`src/rtl/expstate_irq_mmio.sv`:
```
// Watches EXPSTATE for bit transitions, latches them into PENDING and raises a masked level IRQ.
// Register port: single outstanding request, response one cycle after acceptance, held until resp_ready.
module expstate_irq_mmio #(
   parameter int WIDTH = 32
) (
   input  logic             CLK,
   input  logic             BReset,
   input  logic [WIDTH-1:0] EXPSTATE,
   input  logic             req_valid,
   output logic             req_ready,
   input  logic             req_write,
   input  logic [3:0]       req_addr,
   input  logic [WIDTH-1:0] req_wdata,
   output logic             resp_valid,
   input  logic             resp_ready,
   output logic [WIDTH-1:0] resp_rdata,
   output logic             resp_err,
   output logic             mmio_BInterruptXX
);

   typedef enum logic {
      S_IDLE = 1'b0,
      S_RESP = 1'b1
   } state_t;

   localparam logic [1:0] A_STATUS  = 2'd0;
   localparam logic [1:0] A_PENDING = 2'd1;
   localparam logic [1:0] A_MASK    = 2'd2;
   localparam logic [1:0] A_CTRL    = 2'd3;

   state_t           state_q, state_d;
   logic [WIDTH-1:0] exp_q;
   logic             primed_q;
   logic [WIDTH-1:0] pend_q, pend_d;
   logic [WIDTH-1:0] mask_q, mask_d;
   logic [1:0]       ctrl_q, ctrl_d;
   logic             irq_q, irq_d;
   logic [WIDTH-1:0] rdata_q, rdata_d;
   logic             err_q, err_d;

   logic             accept;
   logic             wr_acc;
   logic [1:0]       word;
   logic [WIDTH-1:0] ev;
   logic [WIDTH-1:0] clr;
   logic [WIDTH-1:0] rd_mux;
   logic             unused_addr_bits;

   assign word             = req_addr[3:2];
   assign unused_addr_bits = ^req_addr[1:0];

   // Register-port FSM
   always_comb begin
      state_d    = state_q;
      req_ready  = 1'b0;
      resp_valid = 1'b0;
      case (state_q)
         S_IDLE: begin
            req_ready = 1'b1;
            if (req_valid) state_d = S_RESP;
         end
         S_RESP: begin
            resp_valid = 1'b1;
            if (resp_ready) state_d = S_IDLE;
         end
         default: state_d = S_IDLE;
      endcase
   end

   assign accept = req_valid & req_ready;
   assign wr_acc = accept & req_write;

   // Reads see pre-edge register contents.
   always_comb begin
      rd_mux = '0;
      case (word)
         A_STATUS:  rd_mux = exp_q;
         A_PENDING: rd_mux = pend_q;
         A_MASK:    rd_mux = mask_q;
         A_CTRL:    rd_mux = WIDTH'(ctrl_q);
         default:   rd_mux = '0;
      endcase
   end

   always_comb begin
      rdata_d = rdata_q;
      err_d   = err_q;
      if (accept) begin
         rdata_d = req_write ? '0 : rd_mux;
         err_d   = req_write && (word == A_STATUS);
      end
   end

   always_comb begin
      ev = '0;
      if (primed_q) ev = ctrl_q[1] ? (EXPSTATE & ~exp_q) : (EXPSTATE ^ exp_q);
   end

   // Event OR'd in after the clear so a same-cycle event wins.
   always_comb begin
      clr    = (wr_acc && word == A_PENDING) ? req_wdata : '0;
      pend_d = (pend_q & ~clr) | ev;
      mask_d = (wr_acc && word == A_MASK) ? req_wdata : mask_q;
      ctrl_d = (wr_acc && word == A_CTRL) ? 2'(req_wdata) : ctrl_q;
      irq_d  = ctrl_q[0] & (|(pend_q & mask_q));
   end

   always_ff @(posedge CLK) begin
      if (BReset) begin
         state_q  <= S_IDLE;
         exp_q    <= '0;
         primed_q <= 1'b0;
         pend_q   <= '0;
         mask_q   <= '0;
         ctrl_q   <= '0;
         irq_q    <= 1'b0;
         rdata_q  <= '0;
         err_q    <= 1'b0;
      end else begin
         state_q  <= state_d;
         exp_q    <= EXPSTATE;
         primed_q <= 1'b1;
         pend_q   <= pend_d;
         mask_q   <= mask_d;
         ctrl_q   <= ctrl_d;
         irq_q    <= irq_d;
         rdata_q  <= rdata_d;
         err_q    <= err_d;
      end
   end

   assign resp_rdata        = rdata_q;
   assign resp_err          = err_q;
   assign mmio_BInterruptXX = irq_q;

endmodule

```
`config.mk`:
```
export PLATFORM = sky130hd
export DESIGN_NAME = expstate_irq_mmio
export DESIGN_NICKNAME = d
export VERILOG_FILES = /design/src/rtl/expstate_irq_mmio.sv
export SDC_FILE = /design/constraint.sdc
export NUM_CORES = 1
export LEC_CHECK = 0
export CAP_MARGIN = 20
export CORE_UTILIZATION = 47
export CTS_CLUSTER_SIZE = 40
export DETAILED_ROUTE_END_ITERATION = 10
export HOLD_SLACK_MARGIN = 0.05
export PLACE_DENSITY = 0.76
export SLEW_MARGIN = 20
export SYNTH_ARGS = -nofsm -noshare
export SYNTH_HDL_FRONTEND = slang
export SYNTH_SLANG_ARGS = --single-unit
```
`constraint.sdc`:
```
create_clock -name CLK -period 1.31 [get_ports CLK]
set_input_delay 0.262 -clock CLK [delete_from_list [all_inputs] [get_ports CLK]]
set_output_delay 0.262 -clock CLK [all_outputs]
set_load 0.05 [all_outputs]
```
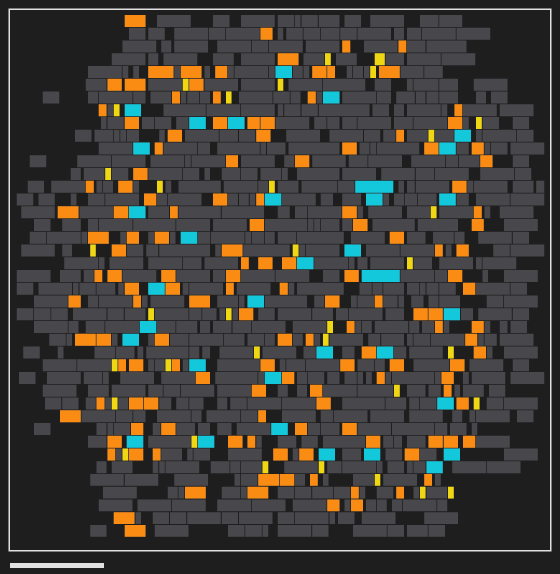
**Above:** selected gate families.
Scale bar: 20 um.
inverting AOI/OAI gates: marked orange, cells 140, most used o21ai_0, where spread over the die. multiplexers: marked cyan, cells 34, most used mux2i_1. inverters: marked yellow, cells 34, most used inv_1, where spread over the die.

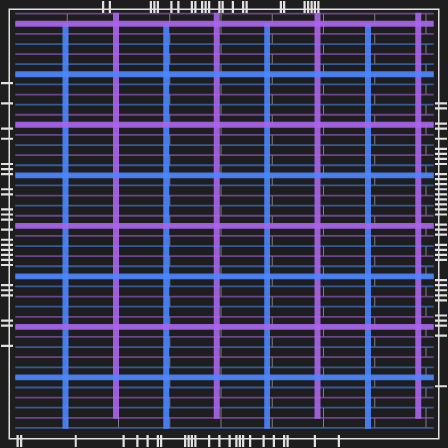
**Above:** floorplan with the power grid.
Pins as bars on the die edge. Tap cells in grey.
VDD: marked purple. VSS: marked blue.
8 straps on met4. 172 tap cells. 8 straps on met5. The core has 41 rows.
Core Footprint: 12600 um2
die width: 115 um
Die Height: 115 um
Max IR drop VDD: 0.000761 V

==> impl_metrics.yaml <==
# physical design summary
timing:
  worstMarginPinSlew_ps: 445
  fin_crit_sh_pct: 127
  rsz0062_at_grt: "true"
  clock.fmax_mhz: 602
  postLayoutSetupSlackWorst_ps: -352
  tns_ps: -8950
  skew_ps: 5.39
  setup_viol: 82
  drv_slew: 0
clock_network:
  cts-htree-levels: 4
  cts_buffers: 17
  cts_tree: "built"
  max-clock-path-buffers: 2
die:
  core_util_floorplan_pct: 48.0
  pin_count: 109
  tap_cells: 172
  core.rowCount: 41
  dieArea_um2: 13300
final_layout:
  utilization_pct: 75.1
  seq_area_share_pct: 28.5
  logic_gates: 452
  comb_share_pct: 37.2
  seq_area_um2: 2690
  clock_area_share_pct: 6.36
  final-comb-area_um2: 3510
  clkbuf_count: 20
  n_all_buffers: 178
  n_all_inverters: 34
  postLayoutCellArea_um2: 9440
  layout_top_cell: "dfxtp_1"
  layout-drive-gt1-share_pct: 30.8
job:
  tool_warnings: 31
  cap_violations: 0
critical_path:
  crit_path_start_kind: "flip-flop"
  cp-endpoint: "mmio_BInterruptXX"
  path_class: "reg -> reg"
  r2r_start: "mask_q[28]"
  crit_path_start: "mask_q[28]"
  end_kind: "flip-flop"
power_and_ir_drop:
  p_seq_share_pct: 40.4
  power_leader: "the clock network"
  power_density_nw_per_um2: 1170
  combPwrFrac_pct: 15.1
  pg_seq_uw: 4440
  clk-power_uw: 4900
  intPower_uw: 8130
  p_sw_uw: 2870
  p_clk_share_pct: 44.6
synthesis:
  edf_count: 0
  yosys_cells: 673
  synth_top_cell_by_area: "dfxtp_1"
  yosysSeqAreaShare_pct: 44.5
  fp_nets: 778
  postSynthAreaPerCell_um2: 8.96
  netlist-cell-type-count: 30
  top_cells_by_area: "dfxtp_1, nand2_1, ha_1"
  synthesis.area_um2: 6030
  most_common_cell: "dfxtp_1"
routing:
  met3_length_mm: 1.90
  wirelength_met1_mm: 8.25
  vias_per_cell: 5.94
  topRoutingLayerUsed: "met4"
  wl_per_cell_um: 21.0
  ant_nets: 0
hold_path:
  holdPathStages: 3
  whs_endpoint: "resp_rdata[8]"
  hp-start: "BReset"
outcome:
  violations: "setup timing"
  status: "complete, but fails checks"
global_routing:
  grt_usage_pct: 30.0
  grt_pass1_wl_mm: 29.7
  antenna_found_initial: 0
place:
  dp_slack_ps: -506
  dp_cells: 955
  gp_congestion: 0.826
  place_area_um2: 7950
-- critical path: stages, from the launching register on --
cell	delay, ps
dfxtp_2	340
a22o_1	300
a221oi_2	270
buf_4	180
nand4_1	90
o311a_1	350
-- timing repair --
item | 4_1_cts | 5_1_grt
endpoints found under the setup margin | 37 | 100
hold buffers | 0 | 0
resized | 38 | 129
hold endpoints to repair | 0 | 0
gates cloned | 5 | 4
pin swaps | 34 | 77
setup buffers | 5 | 4
-- cell families after synthesis --
group / Yosys count / synth area share [%]
buffers and inverters: 87 / 6.14
muxes: 34 / 6.06
DFF: 134 / 44.5
and+or+nand+nor: 209 / 15.2
adders and majority gates: 32 / 6.64
AOI/OAI and AO/OA: 177 / 21.5
Power figures rest on the tool's default switching activity, not on a simulated workload.
